### Zoomed window

Bar = 20 um. Window x 30 to 80, y 70 to 120 um. Cells in gray, sequential cells in the stronger gray; small squares are vias.
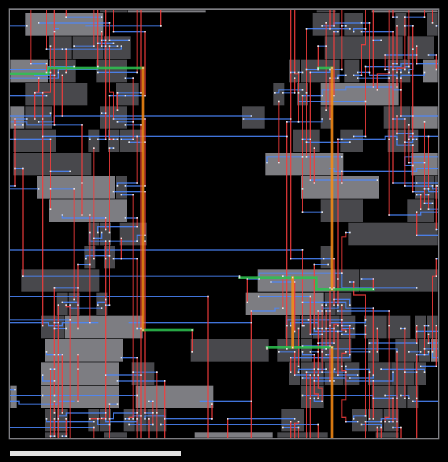
### Pin placement

Bar = 20 um. Pins as bars across the die edge, other pins in gray.
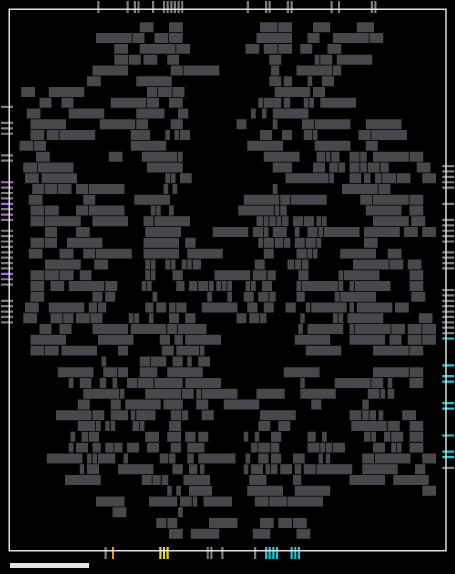
[src/rtl/cpu_sequencer_pkg.sv]
// Shared types and constants for the fetch/decode/execute/writeback sequencer.
// Holds the FSM state enum, the opcode map and the decoder result struct.
package cpu_sequencer_pkg;

    typedef enum logic [2:0] {
        ST_IDLE,
        ST_FETCH,
        ST_DECODE,
        ST_EXECUTE,
        ST_WRITEBACK,
        ST_HALT,
        ST_ERROR
    } state_e;

    localparam logic [3:0] OP_RTYPE = 4'h0;
    localparam logic [3:0] OP_CMPI  = 4'hB;
    localparam logic [3:0] OP_NOP   = 4'hE;
    localparam logic [3:0] OP_HALT  = 4'hF;
    localparam logic [3:0] EXT_CMP  = 4'hB;

    typedef struct packed {
        logic [3:0] sel_a;
        logic [3:0] sel_b;
        logic       sel_c;
        logic       wb_en;
        logic       is_halt;
    } decode_t;

    function automatic logic [15:0] onehot16(input logic [3:0] idx);
        return 16'(1) << idx;
    endfunction

endpackage

[src/rtl/cpu_sequencer_if.sv]
// Bundle between the sequencer, instruction memory and the register/ALU datapath.
// master = sequencer side, slave = memory/datapath side.
interface cpu_sequencer_if #(
    parameter int PC_WIDTH = 16
);
    // Fetch handshake: mem_req rises with mem_addr and both hold stable until the
    // cycle mem_ack is high; mem_rdata is only sampled in that ack cycle.
    logic                start;
    logic                mem_req;
    logic [PC_WIDTH-1:0] mem_addr;
    logic                mem_ack;
    logic [15:0]         mem_rdata;
    logic [15:0]         reg_enable;
    logic [3:0]          mux_sel_a;
    logic [3:0]          mux_sel_b;
    logic                mux_sel_c;
    logic [15:0]         alu_control;
    logic                busy;
    logic                halted;
    logic                error;
    logic [15:0]         instr_count;

    modport master (
        input  start, mem_ack, mem_rdata,
        output mem_req, mem_addr, reg_enable, mux_sel_a, mux_sel_b, mux_sel_c,
               alu_control, busy, halted, error, instr_count
    );

    modport slave (
        output start, mem_ack, mem_rdata,
        input  mem_req, mem_addr, reg_enable, mux_sel_a, mux_sel_b, mux_sel_c,
               alu_control, busy, halted, error, instr_count
    );

endinterface

[src/rtl/cpu_sequencer_decoder.sv]
// Combinational instruction decoder: instruction word -> operand selects,
// immediate select, writeback enable and halt flag.
module cpu_sequencer_decoder
    import cpu_sequencer_pkg::*;
(
    input  logic [15:0] i_ir,
    output decode_t     o_dec
);

    logic [3:0] w_op;
    logic [3:0] w_ext;

    assign w_op  = i_ir[15:12];
    assign w_ext = i_ir[7:4];

    always_comb begin
        o_dec         = '0;
        o_dec.sel_a   = i_ir[11:8];
        o_dec.sel_b   = i_ir[3:0];
        o_dec.is_halt = (w_op == OP_HALT);
        if (w_op == OP_RTYPE) begin
            o_dec.wb_en = (w_ext != EXT_CMP);
        end else if (w_op != OP_NOP && w_op != OP_HALT) begin
            // Every remaining opcode is I-type; only CMPI skips writeback.
            o_dec.sel_c = 1'b1;
            o_dec.wb_en = (w_op != OP_CMPI);
        end
    end

endmodule

[src/rtl/cpu_sequencer.sv]
// Multi-cycle fetch/decode/execute/writeback controller, one instruction in flight.
// Owns the FSM, pc, IR, fetch timeout counter, retired count and registered datapath controls.
module cpu_sequencer
    import cpu_sequencer_pkg::*;
#(
    parameter int                  PC_WIDTH    = 16,
    parameter logic [PC_WIDTH-1:0] RESET_PC    = '0,
    parameter int                  MEM_TIMEOUT = 255
) (
    input  logic            clk,
    input  logic            reset,
    cpu_sequencer_if.master bus,
    output state_e          o_dbg_state
);

    localparam logic [7:0] TMO_LAST = 8'(MEM_TIMEOUT - 1);

    state_e              r_state;
    state_e              w_state_nxt;
    logic [PC_WIDTH-1:0] r_pc;
    logic [15:0]         r_ir;
    logic [15:0]         w_ir_nxt;
    logic [7:0]          r_tmo_cnt;
    logic [15:0]         r_instr_count;
    logic [15:0]         r_reg_en;
    logic [15:0]         r_alu_ctrl;
    logic [3:0]          r_sel_a;
    logic [3:0]          r_sel_b;
    logic                r_sel_c;
    logic                w_fetch_done;
    decode_t             w_dec;

    // Decoding the incoming word lets the selects be registered on the ack edge,
    // so they are already valid in the first DECODE cycle.
    assign w_ir_nxt = w_fetch_done ? bus.mem_rdata : r_ir;

    cpu_sequencer_decoder u_decoder (
        .i_ir  (w_ir_nxt),
        .o_dec (w_dec)
    );

    always_ff @(posedge clk or negedge reset) begin
        if (!reset) begin
            r_state <= ST_IDLE;
        end else begin
            r_state <= w_state_nxt;
        end
    end

    always_comb begin
        w_state_nxt  = r_state;
        w_fetch_done = 1'b0;
        case (r_state)
            ST_IDLE: begin
                if (bus.start) w_state_nxt = ST_FETCH;
            end
            ST_FETCH: begin
                // An ack in the last allowed cycle still wins over the timeout.
                if (bus.mem_ack) begin
                    w_fetch_done = 1'b1;
                    w_state_nxt  = ST_DECODE;
                end else if (r_tmo_cnt == TMO_LAST) begin
                    w_state_nxt = ST_ERROR;
                end
            end
            ST_DECODE: begin
                w_state_nxt = w_dec.is_halt ? ST_HALT : ST_EXECUTE;
            end
            ST_EXECUTE: begin
                w_state_nxt = ST_WRITEBACK;
            end
            ST_WRITEBACK: begin
                w_state_nxt = ST_FETCH;
            end
            ST_HALT: begin
                if (bus.start) w_state_nxt = ST_FETCH;
            end
            ST_ERROR: begin
                w_state_nxt = ST_ERROR;
            end
            default: begin
                w_state_nxt = ST_IDLE;
            end
        endcase
    end

    always_ff @(posedge clk or negedge reset) begin
        if (!reset) begin
            r_pc          <= RESET_PC;
            r_ir          <= '0;
            r_tmo_cnt     <= '0;
            r_instr_count <= '0;
        end else begin
            if (w_fetch_done) begin
                r_ir      <= bus.mem_rdata;
                r_pc      <= r_pc + PC_WIDTH'(1);
                r_tmo_cnt <= '0;
            end else if (r_state == ST_FETCH) begin
                r_tmo_cnt <= r_tmo_cnt + 8'd1;
            end
            if (r_state == ST_WRITEBACK) begin
                r_instr_count <= r_instr_count + 16'd1;
            end
        end
    end

    always_ff @(posedge clk or negedge reset) begin
        if (!reset) begin
            r_sel_a    <= '0;
            r_sel_b    <= '0;
            r_sel_c    <= 1'b0;
            r_alu_ctrl <= '0;
            r_reg_en   <= '0;
        end else begin
            if (w_fetch_done) begin
                r_sel_a    <= w_dec.sel_a;
                r_sel_b    <= w_dec.sel_b;
                r_sel_c    <= w_dec.sel_c;
                r_alu_ctrl <= bus.mem_rdata;
            end else if (r_state == ST_WRITEBACK ||
                         (r_state == ST_DECODE && w_dec.is_halt)) begin
                r_sel_a    <= '0;
                r_sel_b    <= '0;
                r_sel_c    <= 1'b0;
                r_alu_ctrl <= '0;
            end
            // Loaded only on the EXECUTE->WRITEBACK edge, so it is a single-cycle pulse.
            r_reg_en <= (r_state == ST_EXECUTE && w_dec.wb_en) ? onehot16(w_dec.sel_a) : '0;
        end
    end

    assign bus.mem_req     = (r_state == ST_FETCH);
    assign bus.mem_addr    = r_pc;
    assign bus.reg_enable  = r_reg_en;
    assign bus.mux_sel_a   = r_sel_a;
    assign bus.mux_sel_b   = r_sel_b;
    assign bus.mux_sel_c   = r_sel_c;
    assign bus.alu_control = r_alu_ctrl;
    assign bus.busy        = (r_state == ST_FETCH)   || (r_state == ST_DECODE) ||
                             (r_state == ST_EXECUTE) || (r_state == ST_WRITEBACK);
    assign bus.halted      = (r_state == ST_HALT);
    assign bus.error       = (r_state == ST_ERROR);
    assign bus.instr_count = r_instr_count;
    assign o_dbg_state     = r_state;

endmodule
[src/flat_wrapper.sv]
// flat-port wrapper written by rule: the top's interface ports become plain ports
module cpu_sequencer_flat import cpu_sequencer_pkg::*;
#(
    parameter int                  PC_WIDTH    = 16,
    parameter logic [PC_WIDTH-1:0] RESET_PC    = '0,
    parameter int                  MEM_TIMEOUT = 255
)
  (clk, reset, o_dbg_state, bus_start, bus_mem_ack, bus_mem_rdata, bus_mem_req, bus_mem_addr, bus_reg_enable, bus_mux_sel_a, bus_mux_sel_b, bus_mux_sel_c, bus_alu_control, bus_busy, bus_halted, bus_error, bus_instr_count);
  cpu_sequencer_if #(.PC_WIDTH(PC_WIDTH)) bus_i ();
  input  logic clk;
  input  logic reset;
  output state_e o_dbg_state;
  input wire logic [$bits(bus_i.start)-1:0] bus_start;
  input wire logic [$bits(bus_i.mem_ack)-1:0] bus_mem_ack;
  input wire logic [$bits(bus_i.mem_rdata)-1:0] bus_mem_rdata;
  output wire logic [$bits(bus_i.mem_req)-1:0] bus_mem_req;
  output wire logic [$bits(bus_i.mem_addr)-1:0] bus_mem_addr;
  output wire logic [$bits(bus_i.reg_enable)-1:0] bus_reg_enable;
  output wire logic [$bits(bus_i.mux_sel_a)-1:0] bus_mux_sel_a;
  output wire logic [$bits(bus_i.mux_sel_b)-1:0] bus_mux_sel_b;
  output wire logic [$bits(bus_i.mux_sel_c)-1:0] bus_mux_sel_c;
  output wire logic [$bits(bus_i.alu_control)-1:0] bus_alu_control;
  output wire logic [$bits(bus_i.busy)-1:0] bus_busy;
  output wire logic [$bits(bus_i.halted)-1:0] bus_halted;
  output wire logic [$bits(bus_i.error)-1:0] bus_error;
  output wire logic [$bits(bus_i.instr_count)-1:0] bus_instr_count;
  assign bus_i.start = bus_start;
  assign bus_i.mem_ack = bus_mem_ack;
  assign bus_i.mem_rdata = bus_mem_rdata;
  assign bus_mem_req = bus_i.mem_req;
  assign bus_mem_addr = bus_i.mem_addr;
  assign bus_reg_enable = bus_i.reg_enable;
  assign bus_mux_sel_a = bus_i.mux_sel_a;
  assign bus_mux_sel_b = bus_i.mux_sel_b;
  assign bus_mux_sel_c = bus_i.mux_sel_c;
  assign bus_alu_control = bus_i.alu_control;
  assign bus_busy = bus_i.busy;
  assign bus_halted = bus_i.halted;
  assign bus_error = bus_i.error;
  assign bus_instr_count = bus_i.instr_count;
  cpu_sequencer #(.PC_WIDTH(PC_WIDTH), .RESET_PC(RESET_PC), .MEM_TIMEOUT(MEM_TIMEOUT)) u_core (.clk(clk), .reset(reset), .bus(bus_i), .o_dbg_state(o_dbg_state));
endmodule
[config.mk]
export PLATFORM = sky130hd
export DESIGN_NAME = cpu_sequencer_flat
export DESIGN_NICKNAME = d
export VERILOG_FILES = /design/src/rtl/cpu_sequencer_pkg.sv /design/src/rtl/cpu_sequencer_if.sv /design/src/rtl/cpu_sequencer_decoder.sv /design/src/rtl/cpu_sequencer.sv /design/src/flat_wrapper.sv
export SDC_FILE = /design/constraint.sdc
export NUM_CORES = 1
export LEC_CHECK = 0
export CORE_ASPECT_RATIO = 1.25
export CORE_MARGIN = 2
export CORE_UTILIZATION = 30
export DETAILED_ROUTE_END_ITERATION = 10
export PLACE_DENSITY = 0.59
export SLEW_MARGIN = 5
export SYNTH_ARGS = -nofsm -noshare
export SYNTH_HDL_FRONTEND = slang
export SYNTH_SLANG_ARGS = --single-unit
[constraint.sdc]
create_clock -name clk -period 2.08 [get_ports clk]
set_clock_uncertainty 0.1 [all_clocks]
set_input_delay 0.312 -clock clk [delete_from_list [all_inputs] [get_ports clk]]
set_output_delay 0.312 -clock clk [all_outputs]
set_load 0.05 [all_outputs]
==> Changelog: implementation <==
## Flow update

- Status: completed
- GPL Wtd Cong: 0.774
- Clock buffer cells: 13
- Top-area cell share: 57.2%
- Number of standard cells reported by yosys: 388
- Fin crit share: 97.1%
- Number of multi-input logic gates: 266
- Dominant kind of cell: sequential cells
- Vias in the first global route: 3373
- Core area: 0.0138 mm2
- Flop area: 0.00240 mm2
- Via/cell ratio: 4.76
- Slew margin rel.: 64.6%
- Syn. warnings: 0
- Crit-path max cell delay: 0.83 ns
- Comb area share: 27.9%
- Internal power: 4.98 mW
- Tot GR Track Use: 14.3%
- Met1 GRT Util: 19.3%
- Congestion Overflow GR: 0
- Initial DRC count: 101
- Count leader, synth: dfrtp_1
- Sequential cell area share: 39.5%
- Met2 Usage GRT: 22.5%
- Post-layout util: 44.3%
- Clock Tree Buf Depth: 2
- Top_reg_cell synth: dfrtp_1
- OpenROAD warnings: 28
- Floorplan Nets: 412
- Clk pwr: 1.70 mW
- Gate power share: 47.4%
- Top Layout Cells: 95 x dfrtp_1, 85 x clkdlybuf4s50_1, 59 x nand2_1, 42 x buf_4, 38 x nor2_1
- Hold Vio Cnt, Final: 0
- Setup CP Type: flop to output port
- # placed instances: 686
- Largest net degree at the start of global routing: 55
- Seq cells: 96
- Io pins: 100
- Yosys cell types: 48
- Critical Path Start Type: flop
- Switching pwr: 3.45 mW
- Adder-Cell Fraction of Synth Area: 1.19%
- Setup tns final: 0 ns
- Routed via count: 3350
- Peak supply drop: 0.688 mV
- Synth Cell Area: 0.00420 mm2
- Setup bufs post-CTS: 0
- Root buf cell: clkbuf_16
- CTS Buf Count: 9
- Post-DRT Antenna Nets: 0
- # Taps: 175
- Initial Utilization: 30.5%
- Flop pwr share: 32.5%
- Yosys aoi share: 10.0%
- Slowest CP cell: clkdlybuf4s50_1
- Row cnt: 48
- Hold_ws: 0.317 ns
- Fin. max-slew vios: 0
- Late-Pin Clk Latency: 0.34 ns
- Buffering overhead: 23.3%
- H-tree depth: 3
- FF+latch count, synth: 96
- Global route hottest layer: met2
- Top logic family: simple AND/OR/NAND/NOR gates
- Clock group share of total power: 20.1%
- Reg2reg start: u_core.o_dbg_state[2]
- Top post-synthesis cells by count: 96 x dfrtp_1, 59 x nand2_1, 38 x nor2_1, 27 x a22o_1, 21 x xnor2_1
- Reg2Reg Depth: 4
- Pre-Repair DR Iteration Count: 4
- CTS tree: built
- Setup crit end kind: output port
- Remaining DRCs: 0
- Clock-cell share of area: 5.06%
- Worst slew pin tran: 0.529 ns
- Die Size: 0.0150 mm2
- Dominant logic cell type in the layout: dfrtp_1
- Max Freq: 495 MHz
- Worst path arrival time: 1.61 ns
- Setup slack after layout: 0.0606 ns
- Reg2Reg Setup Slack: 0.18 ns
- Met3 global-route usage: 3.69%
- Top power group: combinational cells
- Syn avg cell area: 10.8 um2
- Comb pwr: 4.00 mW
- Switch share: 40.9%
- Count of non-CTS buffers in the layout: 142
- Worst path bufs/invs: 1
- Yosys stat area: 0.00420 mm2
- Fin nets: 549
- Leak: 2.83 nW
- # setup viols final: 0
- Final Instance Area: 0.00609 mm2
- Fin crit period: 2.02 ns
- Pre-CTS setup slack: -0.144 ns
- Crit Reg-Reg Endpoint: u_core.o_dbg_state[2]
- Area leader, netlist: dfrtp_1
- Mapped Cells: 388
- Asr flop ratio synth: 100%
- Crit path cell chain: clkdlybuf4s50_1
- Power consumption: 8.43 mW
- Filler cells: 1327
- Post-synth EDFFs: 0
- Top area cell types: dfrtp_1 57%, a22o_1 5.6%, nand2_1 5.3%
- Invs w/o clock: 10
- Yosys simple share: 20.4%
- Area grow syn2layout: 44.9%
- Placed Area: 0.00574 mm2
- Clock-pin transition on the worst setup and hold timing paths: 0.06 ns
- Post-Layout Cell Count: 704
- Global-route wire length before repair: 16.8 mm
- DRT Wirelength: 10.1 mm
- Clock sinks: 96
- Initial antenna violation count: 0
- Logic cell area: 0.00170 mm2
- # resized after CTS: 1
- XORs/XNORs by Area: 7.51%
## Picture notes: 'Zoomed window'
legend:
  orange:
    layer: metal 4
  green:
    layer: metal 3
  red:
    layer: metal 2
  blue:
    layer: metal 1
netlist names of flops here include: u_core.r_ir (9), u_core.bus.mem_addr (3)
sequential cells in the window: 13
cells with their middle in the window: 105
most frequent: nand2_1 (23), buf_4 (15), dfrtp_1 (13)

## Picture notes: 'Pin placement'
legend:
  orange:
    port: bus_mem_req
    pins: 1
    direction: output
    edge: bottom
  cyan:
    port: bus_instr_count
    pins: 16
    direction: output
    edge: 9 right, 7 bottom
  yellow:
    port: o_dbg_state
    pins: 3
    direction: output
    edge: bottom
  purple:
    port: bus_mux_sel_a
    pins: 4
    direction: output
    edge: left
DIE WIDTH: 110 um
die height: 136 um
Buffers on Ports: 99

worst max path at each step:
stage | start | endpoint | slack, ns
2_1_floorplan | u_core.o_dbg_state[2] | u_core.o_dbg_state[2] | -0.09
3_3_place_gp | bus_mem_ack | u_core.o_dbg_state[2] | -0.12
3_5_place_dp | bus_mem_ack | u_core.o_dbg_state[2] | -0.14
4_1_cts | u_core.bus.instr_count[4] | bus_instr_count[4] | 0.003
5_1_grt | u_core.bus.instr_count[9] | bus_instr_count[9] | 0.005
6_report | u_core.bus.instr_count[9] | bus_instr_count[9] | 0.06
per-layer routing:
metal	wire length (um)	share of wire, %
met1	4690	46
met2	4780	47
met3	562	5.5
met4	111	1.1
met5	0	0
Power and IR drop assume default switching activity.
